**config.mk**
```make
export PLATFORM = sky130hd
export DESIGN_NAME = axb_wr_slv_resp
export DESIGN_NICKNAME = d
export VERILOG_FILES = /design/src/rtl/axb_wr_slv_resp.sv
export SDC_FILE = /design/constraint.sdc
export NUM_CORES = 1
export LEC_CHECK = 0
export CAP_MARGIN = 15
export CORE_MARGIN = 1.5
export CORE_UTILIZATION = 48
export DETAILED_ROUTE_END_ITERATION = 16
export PLACE_DENSITY = 0.76
export SYNTH_ARGS = -nofsm -noshare
export SYNTH_HDL_FRONTEND = slang
export SYNTH_SLANG_ARGS = --single-unit
export TNS_END_PERCENT = 30
```
**constraint.sdc**
```tcl
create_clock -name clk -period 3.1 [get_ports clk]
set_clock_uncertainty 0.05 [all_clocks]
set_input_delay 0.62 -clock clk [delete_from_list [all_inputs] [get_ports clk]]
set_output_delay 0.62 -clock clk [all_outputs]
set_load 0.05 [all_outputs]
```
**src/rtl/axb_wr_slv_resp.sv**
```systemverilog
// AXB crossbar slave-port write responder: queues AW requests, sinks W
// bursts into a registered memory write port and returns one B per burst.
module axb_wr_slv_resp #(
    parameter int ID_W = 7,
    parameter int ADDR_W = 16,
    parameter int DATA_W = 32,
    parameter int LEN_W = 4,
    parameter int OT_DEPTH = 4,
    parameter logic [ADDR_W-1:0] ADDR_LO = 16'h0000,
    parameter logic [ADDR_W-1:0] ADDR_HI = 16'h0FFF
) (
    input  logic              clk,
    input  logic              rst,
    input  logic              aw_valid,
    output logic              aw_ready,
    input  logic [ID_W-1:0]   aw_id,
    input  logic [ADDR_W-1:0] aw_addr,
    input  logic [LEN_W-1:0]  aw_len,
    input  logic              w_valid,
    output logic              w_ready,
    input  logic [DATA_W-1:0] w_data,
    input  logic              w_last,
    output logic              b_valid,
    input  logic              b_ready,
    output logic [ID_W-1:0]   b_id,
    output logic [1:0]        b_resp,
    output logic              mem_we,
    output logic [ADDR_W-1:0] mem_addr,
    output logic [DATA_W-1:0] mem_wdata,
    output logic [7:0]        err_cnt
);

    localparam int SHIFT = $clog2(DATA_W / 8);
    localparam int PTR_W = $clog2(OT_DEPTH);

    typedef enum logic {
        IDLE,
        DATA
    } state_t;

    state_t state;

    logic [ID_W-1:0]   q_id   [OT_DEPTH];
    logic [LEN_W-1:0]  q_len  [OT_DEPTH];
    logic [ADDR_W-1:0] q_addr [OT_DEPTH];
    logic [OT_DEPTH-1:0] q_dec;

    logic [PTR_W-1:0] wr_ptr;
    logic [PTR_W-1:0] rd_ptr;
    logic [PTR_W:0]   count;
    logic             alive;
    logic             full;
    logic             push;

    logic [LEN_W-1:0] beat;
    logic             lerr;

    logic [ID_W-1:0]   head_id;
    logic [LEN_W-1:0]  head_len;
    logic [ADDR_W-1:0] head_addr;
    logic              head_dec;

    logic              last_beat;
    logic              w_hs;
    logic              fin;
    logic              mism;
    logic [1:0]        resp_nxt;
    logic [ADDR_W-1:0] beat_off;

    logic [ADDR_W:0]   len_ext;
    logic [ADDR_W:0]   aw_last;
    logic [ADDR_W:0]   lo_diff;
    logic [ADDR_W+1:0] hi_diff;
    logic              aw_dec;

    // Range decode done with borrow bits so neither bound folds to a constant compare
    assign len_ext = {{(ADDR_W + 1 - LEN_W){1'b0}}, aw_len};
    assign aw_last = {1'b0, aw_addr} + (len_ext << SHIFT);
    assign lo_diff = {1'b0, aw_addr} - {1'b0, ADDR_LO};
    assign hi_diff = {2'b00, ADDR_HI} - {1'b0, aw_last};
    assign aw_dec  = lo_diff[ADDR_W] | hi_diff[ADDR_W+1];

    assign full     = (count == (PTR_W + 1)'(OT_DEPTH));
    assign aw_ready = alive & ~full;
    assign push     = aw_valid & aw_ready;

    assign head_id   = q_id[rd_ptr];
    assign head_len  = q_len[rd_ptr];
    assign head_addr = q_addr[rd_ptr];
    assign head_dec  = q_dec[rd_ptr];

    assign last_beat = (beat == head_len);
    assign w_ready   = (state == DATA) & (~last_beat | ~b_valid | b_ready);
    assign w_hs      = w_valid & w_ready;
    assign fin       = w_hs & last_beat;
    assign mism      = w_last ^ last_beat;
    assign beat_off  = {{(ADDR_W - LEN_W){1'b0}}, beat} << SHIFT;

    always_comb begin
        resp_nxt = 2'b00;
        if (head_dec) begin
            resp_nxt = 2'b11;
        end else if (lerr | mism) begin
            resp_nxt = 2'b10;
        end
    end

    always_ff @(posedge clk) begin
        if (push) begin
            q_id[wr_ptr]   <= aw_id;
            q_len[wr_ptr]  <= aw_len;
            q_addr[wr_ptr] <= aw_addr;
            q_dec[wr_ptr]  <= aw_dec;
        end
    end

    always_ff @(posedge clk) begin
        if (rst) begin
            state     <= IDLE;
            alive     <= 1'b0;
            wr_ptr    <= '0;
            rd_ptr    <= '0;
            count     <= '0;
            beat      <= '0;
            lerr      <= 1'b0;
            mem_we    <= 1'b0;
            mem_addr  <= '0;
            mem_wdata <= '0;
            b_valid   <= 1'b0;
            b_id      <= '0;
            b_resp    <= 2'b00;
            err_cnt   <= 8'd0;
        end else begin
            alive <= 1'b1;

            if (push) begin
                wr_ptr <= wr_ptr + 1'b1;
            end
            if (fin) begin
                rd_ptr <= rd_ptr + 1'b1;
            end
            if (push & ~fin) begin
                count <= count + 1'b1;
            end else if (~push & fin) begin
                count <= count - 1'b1;
            end

            unique case (state)
                IDLE: begin
                    if (push) begin
                        state <= DATA;
                    end
                end
                DATA: begin
                    if (fin & ~push & (count == (PTR_W + 1)'(1))) begin
                        state <= IDLE;
                    end
                end
                default: state <= IDLE;
            endcase

            if (w_hs) begin
                if (last_beat) begin
                    beat <= '0;
                    lerr <= 1'b0;
                end else begin
                    beat <= beat + 1'b1;
                    lerr <= lerr | mism;
                end
                mem_addr  <= head_addr + beat_off;
                mem_wdata <= w_data;
            end
            mem_we <= w_hs & ~head_dec;

            // Slot frees on accept; a new response may overwrite it in the same cycle
            if (b_valid & b_ready) begin
                b_valid <= 1'b0;
            end
            if (fin) begin
                b_valid <= 1'b1;
                b_id    <= head_id;
                b_resp  <= resp_nxt;
                if ((resp_nxt != 2'b00) && (err_cnt != 8'hFF)) begin
                    err_cnt <= err_cnt + 1'b1;
                end
            end
        end
    end

endmodule

```
**Run 1: drive-strength map**

Bar = 50 µm.
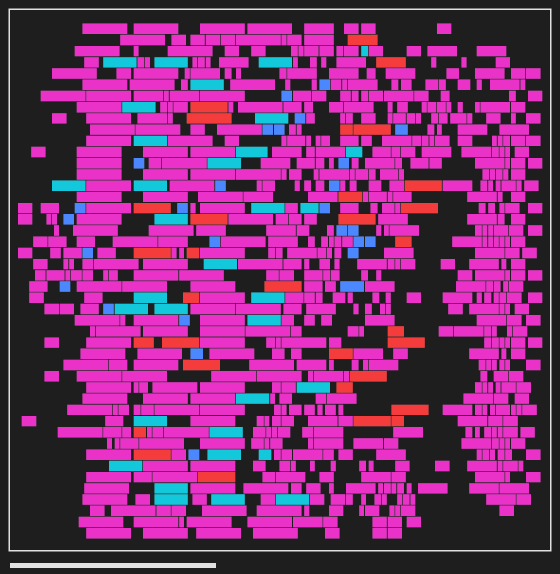
[blue] _3 and _4 cells | cells: 27 | share: 3.5%
[magenta] _0 and _1 cells | cells: 680 | share: 88%
[red] _6 and larger | cells: 31 | share: 4.0%
[cyan] _2 cells | cells: 33 | share: 4.3%

**Run 1: the metal 4 layer**

Bar = 50 µm. Cells faint in the background.
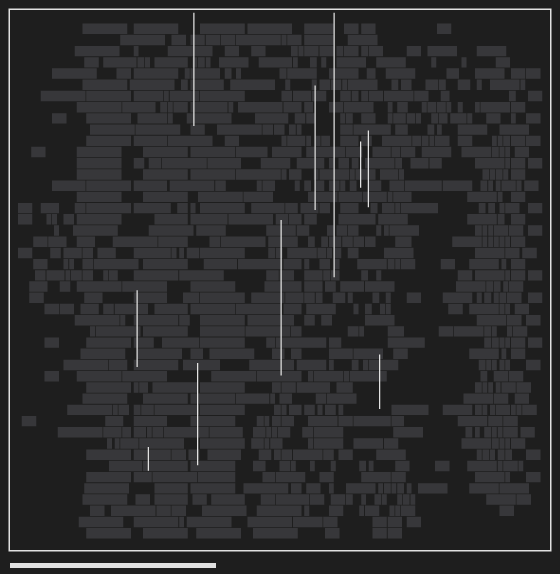
nets with wire on the layer: 7
wire length on this layer: 249 µm
main direction: vertical

**Run 1: the metal 2 layer**

Cells faint in the background.
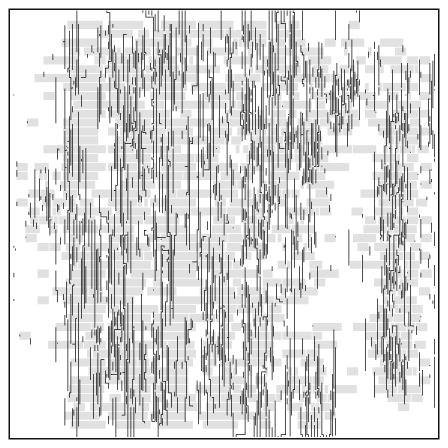
nets with wire on the layer: 730
wire length on this layer: 8,160 µm
share of all routed wire: 50%
main direction: vertical

==> impl_metrics.env, run 1 <==
# physical design summary
export IMPL_dp_hpwl_um=11200
export IMPL_grt_use_met2_pct=33.5
export IMPL_htreeDepth=4
export IMPL_fp_util_pct=49.3
export IMPL_power_density_nw_per_um2=544
export IMPL_outcome="finished clean"
export IMPL_fp_row_count=46
export IMPL_vdd_drop_max_mv=0.371
export IMPL_synth_area_um2=7870
export IMPL_grt_busiest_layer="met2"
export IMPL_regMostFlops="q_addr"
export IMPL_antenna_found_initial=0
export IMPL_power_switching_w=0.00133
export IMPL_postSynthAreaPerCell_um2=12.9
export IMPL_tritoncts="yes"
export IMPL_finalNetCount=854
export IMPL_synth_nets=707
export IMPL_drc=0
export IMPL_utilization_pct=63.8
export IMPL_place_inst=955
export IMPL_warnings=34
export IMPL_use_met1_pct=24.0
export IMPL_setup_viol=0
export IMPL_max_slew_margin_pct=56.5
export IMPL_cp_start_kind="flop"
export IMPL_min_period_ps=2990
export IMPL_wl_met3_um=914
export IMPL_report_final_slew_viol_count=0
export IMPL_final_antenna_net_count=0
export IMPL_synth_async_reset_ratio_pct=0
export IMPL_grt_setup_unrepaired="false"
export IMPL_worstSetupEndpoint="aw_ready"
export IMPL_die_y_um=131
export IMPL_synth_top_area_share_pct=42.7
export IMPL_ys_cells=611
export IMPL_clock_sinks=195
export IMPL_lay_top_count="clkdlybuf4s50_1"
export IMPL_ios=134
export IMPL_fin_cells=987
export IMPL_clock_path_buffers=2
export IMPL_drive_gt1_share_pct=11.8
export IMPL_p_int_w=0.00420
export IMPL_mostFrequentLayoutCells="clkdlybuf4s50_1 (131), edfxtp_1 (112), nand2_1 (102)"
export IMPL_top_area_cell="edfxtp_1"
export IMPL_ys_types=42
export IMPL_seqPwrFrac_pct=51.3
export IMPL_hold_violations=0
export IMPL_antenna_cells=0
export IMPL_clk_transition_reported_paths_ps=70
export IMPL_pg_seq_w=0.00284
export IMPL_ff2ff_setup_slack_ps=220
export IMPL_port_buffers=133
export IMPL_cp_arrival_ps=2320
export IMPL_p_leak_nw=3.56
export IMPL_grt_max_degree=47
export IMPL_grt_overflow=0
export IMPL_ys_flop_type="edfxtp_1"
export IMPL_place_area_um2=9560
export IMPL_max_stage_delay_ps=890
export IMPL_clockRootBuffer="clkbuf_16"
export IMPL_grt_util_met3_pct=3.99
export IMPL_grt_pass1_vias=5093
export IMPL_worstHoldPathType="flop to flop"
-- run 1: area by class of cell --
cell class              count  area, µm²
fillers                  1191       5770
flip-flops and latches    195       5030
multi-input cells         360       2640
repair buffers            157       1530
clock buffers              18        439
well taps                 216        270
clock inverters            14        164
inverters                  27        101
-- run 1: kinds of logic (layout without fill, tap and decap cells) --
family	Yosys count	in the layout	share of synthesized area, %
flip-flops	195	195	63.9
AND/OR/NAND/NOR	178	178	9.89
adder cells (fa/ha/maj)	31	31	5.03
buffers and inverters	56	216	2.83
multiplexers	32	32	8.54
AND-OR/OR-AND	92	92	6.84
XOR/XNOR	27	27	3.01
-- run 1: cell usage after synthesis, types with 2 or more instances --
library cell  count
edfxtp_1        112
nand2_1         102
dfxtp_1          83
a21oi_1          58
nor2_1           33
ha_1             30
mux4_2           28
inv_1            27
clkbuf_1         22
xnor2_1          18
a211oi_1         12
a21o_1           11
xor2_1            9
nand3_1           7
nor3_1            7
nor4_1            6
and3_1            4
buf_2             4
nand4_1           4
o21ai_0           4
mux2i_1           3
a21boi_0          2
and2_1            2
and4_1            2
buf_1             2
nor3b_1           2
or3_1             2
-- run 1: critical path: cells and delay by family, from the launching register on --
| family | cells | cell delay [ps] |
|---|---|---|
| AND-OR/OR-AND | 1 | 330 |
| buffers and inverters | 2 | 980 |
| adder cells (fa/ha/maj) | 1 | 200 |
| flip-flops | 1 | 390 |
-- run 1: timing repair --
item / in CTS / in global routing
cloned: 0 / 0
setup endpoints to repair: 1 / 2
resized: 1 / 3
hold buffers: 0 / 0
setup buffers: 0 / 0
pin swaps: 0 / 0
-- run 1: metrics by stage --
stage	hold slack, ps	TNS (ps)
2_1_floorplan	416	-121
3_3_place_gp	393	0
3_5_place_dp	400	-281
4_1_cts	410	0
5_1_grt	423	0
6_report	405	0
==> inputs of run 2 (changes only) <==
Settings changed: CORE_UTILIZATION 48 to 53, PLACE_DENSITY 0.76 to 0.8.
Clock period 3.1 ns to 3.43 ns, I/O delays scaled along.
==> impl_metrics.env, run 2 <==
# physical design summary
export IMPL_vdd_drop_max_mv=0.285
export IMPL_synth_area_um2=7870
export IMPL_synth_async_reset_ratio_pct=0
export IMPL_tritoncts="yes"
export IMPL_most_common_cell="edfxtp_1"
export IMPL_ys_types=42
export IMPL_fillers=1001
export IMPL_mostFrequentLayoutCells="clkdlybuf4s50_1 (131), edfxtp_1 (112), nand2_1 (102)"
export IMPL_grt_busiest_layer="met2"
export IMPL_syn2layout_area_growth_pct=27.9
export IMPL_htreeDepth=4
export IMPL_grt_overflow=0
export IMPL_grt_pass1_vias=5280
export IMPL_wire_per_inst_um=17.5
export IMPL_clock_sinks=195
export IMPL_port_buffers=133
export IMPL_ys_flop_type="edfxtp_1"
export IMPL_p_leak_nw=3.51
export IMPL_top_cells_by_count="edfxtp_1 (112), nand2_1 (102), dfxtp_1 (83)"
export IMPL_grt_util_met3_pct=5.20
export IMPL_setup_tns_ps=0
export IMPL_synth_top_area_share_pct=42.7
export IMPL_clk_transition_reported_paths_ps=70
export IMPL_power_density_nw_per_um2=499
export IMPL_finalNetCount=846
export IMPL_warnings=33
export IMPL_hold_violations=0
export IMPL_clock_path_buffers=2
export IMPL_post_cts_buffers=0
export IMPL_postSynthAreaPerCell_um2=12.9
export IMPL_dp_hpwl_um=11200
export IMPL_drive_gt1_share_pct=10.5
export IMPL_fp_row_count=44
export IMPL_grt_use_met2_pct=39.3
export IMPL_max_slew_margin_pct=53.6
export IMPL_pg_seq_w=0.00257
export IMPL_cp_start_kind="flop"
export IMPL_gp_congestion=0.810
export IMPL_ys_cells=611
export IMPL_worstHoldPathType="flop to flop"
export IMPL_lay_top_count="clkdlybuf4s50_1"
export IMPL_ios=134
export IMPL_final_antenna_net_count=0
export IMPL_synth_nets=707
export IMPL_crit_path_end_kind="output port"
export IMPL_fp_util_pct=54.1
export IMPL_clockRootBuffer="clkbuf_16"
export IMPL_report_final_slew_viol_count=0
export IMPL_path_max_fanout=6
export IMPL_setup_viol=0
export IMPL_seqPwrFrac_pct=51.1
export IMPL_antenna_cells=0
export IMPL_use_met1_pct=26.1
export IMPL_p_int_w=0.00390
export IMPL_top_area_cell="edfxtp_1"
export IMPL_cp_arrival_ps=2540
export IMPL_drc=0
export IMPL_outcome="finished clean"
export IMPL_cts_resized=0
export IMPL_cts_hold_fix_buffers=0
export IMPL_grt_usage_pct=22.2
export IMPL_min_period_ps=3280
export IMPL_ff2ff_setup_slack_ps=490
export IMPL_die_y_um=125
export IMPL_power_switching_w=0.00113
export IMPL_regMostFlops="q_addr"
export IMPL_grt_max_degree=46
export IMPL_dieArea_um2=15600
export IMPL_antenna_found_initial=0
export IMPL_grt_setup_unrepaired="false"
export IMPL_timing_final_crit_share_pct=95.6
run 2: cell counts after synthesis:
No cell type changed its count.
run 2: worst max path at each step:
stage                     startpoint       end  slack, ps  cells past startpoint
after detailed placement  aw_addr[3]  q_dec[0]        130                     10
after global placement    aw_addr[3]  q_dec[0]        250                     10
after CTS                       flop   w_ready         50                      5
after global routing        count[0]  aw_ready         30                      4
final                       count[0]  aw_ready        150                      4
after floorplan             count[0]  count[2]         50                      9
run 2: area by class of cell:
type                       instances  area [µm²]  share of cell area (%)
inverter                          27         101                    1.01
tap                              184         230                    2.29
timing repair buffer             149        1470                    14.6
clock inverter                    13         160                    1.59
clock buffer                      19         443                    4.40
sequential                       195        5020                    49.9
multi-input combinational        360        2630                    26.2
run 2: kinds of logic (layout without fill, tap and decap cells):
family | Yosys count | in the layout | share of synthesized area (%)
flip-flops | 195 | 195 | 63.9
AND/OR/NAND/NOR | 178 | 178 | 9.89
AND-OR/OR-AND | 92 | 92 | 6.84
buffers and inverters | 56 | 208 | 2.83
multiplexers | 32 | 32 | 8.54
adder cells (fa/ha/maj) | 31 | 31 | 5.03
XOR/XNOR | 27 | 27 | 3.01
run 2: through the flow:
step	hold slack (ps)	util, %	area (µm²)	std cells
floorplan	413	-	7870	611
global placement	391	65.1	9460	915
detailed placement	397	65.1	9460	915
CTS	406	69.2	10100	947
global route	419	69.2	10100	947
finish	405	69.2	10100	947
run 2: worst max-delay path: stages (launching register included):
cell	delay (ps)
dfxtp_1	410
inv_1	90
ha_1	200
a21boi_0	490
clkdlybuf4s50_1	930
run 2: routing by layer:
| metal | routed length, µm | part of all wire [%] |
|---|---|---|
| met3 | 919 | 5.5 |
| met2 | 8500 | 51 |
| met5 | 0 | 0 |
| met1 | 6820 | 41 |
| met4 | 368 | 2.2 |
**Run 2: clock wiring as the flow saved it**

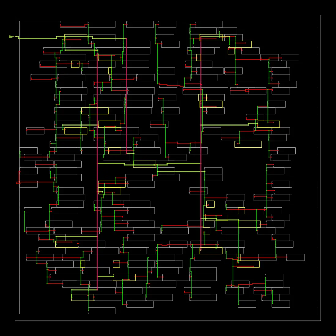
registers: 195
Clock group: 0.00199 W
CTS buffer count: 17
clock buffers: 19
clk_lat worst skew: 430 ps

==> inputs of run 3 (changes only) <==
Settings changed: PLACE_DENSITY 0.8 to 0.88, RECOVER_POWER from default to 100.
**Run 3: the metal 4 layer**

Bar = 20 µm. Cells faint in the background.
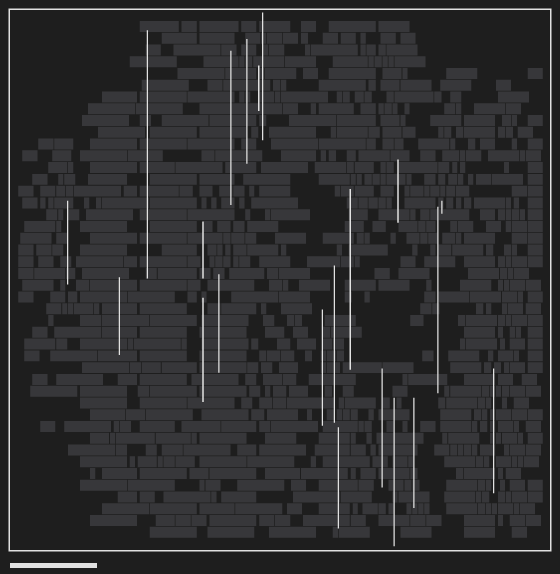
Vias: 5,346
Total Wirelength: 17,400 µm

==> impl_metrics.env, run 3 <==
# physical design summary
export IMPL_finalNetCount=846
export IMPL_regMostFlops="q_addr"
export IMPL_mostFrequentLayoutCells="edfxtp_1 (112), nand2_1 (102), dlygate4sd3_1 (94)"
export IMPL_syn2layout_area_growth_pct=26.9
export IMPL_fillers=1014
export IMPL_antenna_cells=0
export IMPL_setup_viol=0
export IMPL_fp_util_pct=54.1
export IMPL_cts_buffers=17
export IMPL_violations="capacitance limit, slew limit"
export IMPL_grt_overflow=0
export IMPL_synth_top_area_share_pct=42.7
export IMPL_ys_cells=611
export IMPL_worstSetupEndpoint="w_ready"
export IMPL_ys_types=42
export IMPL_holdWs_ps=403
export IMPL_clock_path_buffers=2
export IMPL_top_logic_kind="simple AND/OR/NAND/NOR gates"
export IMPL_antenna_found_initial=0
export IMPL_grt_setup_unrepaired="false"
export IMPL_gp_congestion=0.877
export IMPL_clk_transition_reported_paths_ps=70
export IMPL_min_path_cells=2
export IMPL_timing_final_crit_share_pct=95.4
export IMPL_synth_adder_area_share_pct=5.03
export IMPL_synth_compound_area_share_pct=6.84
export IMPL_tritoncts="yes"
export IMPL_htreeDepth=4
export IMPL_die_y_um=125
export IMPL_synth_async_reset_ratio_pct=0
export IMPL_wire_per_inst_um=18.4
export IMPL_clockRootBuffer="clkbuf_16"
export IMPL_vdd_drop_max_mv=0.349
export IMPL_path_max_fanout=20
export IMPL_grt_pass1_vias=5640
export IMPL_top_cells_by_count="edfxtp_1 (112), nand2_1 (102), dfxtp_1 (83)"
export IMPL_simple_gate_share_pct=9.89
export IMPL_cp_arrival_ps=2540
export IMPL_outcome="complete, but fails checks"
export IMPL_clock_sinks=195
export IMPL_min_period_ps=3270
export IMPL_lay_top_count="edfxtp_1"
export IMPL_insertion_delay_ps=430
export IMPL_grt_max_degree=44
export IMPL_report_final_slew_viol_count=43
export IMPL_dp_hpwl_um=12100
export IMPL_grt_usage_pct=23.6
export IMPL_synth_nets=707
export IMPL_max_slew_margin_pct=-40.6
export IMPL_most_common_cell="edfxtp_1"
export IMPL_maxCapViolCount=1
export IMPL_ys_flop_type="edfxtp_1"
export IMPL_dieArea_um2=15600
export IMPL_worstHoldPathType="flop to flop"
export IMPL_top_area_cell="edfxtp_1"
export IMPL_p_leak_nw=3.70
export IMPL_power_density_nw_per_um2=486
export IMPL_postSynthAreaPerCell_um2=12.9
export IMPL_final_antenna_net_count=0
export IMPL_post_cts_buffers=0
export IMPL_hold_violations=0
export IMPL_synth_area_um2=7870
export IMPL_setup_tns_ps=0
export IMPL_fp_row_count=44
## run 3: cell counts after synthesis
No cell type changed its count.
## run 3: cells by family (layout without fill, tap and decap cells)
group,after synthesis,after routing
XOR/XNOR,27,27
multiplexers,32,32
buffers and inverters,56,208
flip-flops,195,195
AND-OR/OR-AND,92,92
AND/OR/NAND/NOR,178,178
adder cells (fa/ha/maj),31,31
## run 3: routing by layer
layer / global-route usage, % / share of wire (%) / vias up
met4: 12.0 / 3.2 / 0
met1: 27.1 / 39 / 2598
li1: - / - / 2464
met5: 0 / 0 / -
met2: 41.1 / 51 / 238
met3: 5.93 / 7.1 / 46
## run 3: report_power, final
part,internal [W],switching (W)
clock,0.00103,0.000801
sequential,0.00254,0.0000292
combinational,0.000181,0.000271
total,0.00375,0.00110
## run 3: worst max-delay path, stage by stage, from the launching register on
cell and delay [ps]:
dfxtp_1 360, buf_12 220, mux4_2 560, xnor2_1 170
and4_1 280, a21boi_0 320, buf_12 190
## run 3: metrics by stage
stage	area [µm²]	cells
after floorplan	7870	611
after global placement	9480	915
after detailed placement	9480	915
after CTS	10000	947
after global routing	9990	947
final	9990	947
## run 3: cell type report
| class | instances | area, µm² | area share, % |
|---|---|---|---|
| Clock buffer | 22 | 464 | 4.65 |
| Clock inverter | 10 | 85.1 | 0.852 |
| Inverter | 27 | 101 | 1.01 |
| Multi-Input combinational cell | 360 | 2620 | 26.3 |
| Sequential cell | 195 | 5030 | 50.3 |
| Tap cell | 184 | 230 | 2.31 |
| Timing Repair Buffer | 149 | 1460 | 14.6 |
## run 3: timing repair
item / 4_1_cts / 5_1_grt
hold buffers: 0 / 0
endpoints found under the setup margin: 0 / 2
resized: 0 / 3
No activity file was given, so power comes from the tool's default toggle rates.
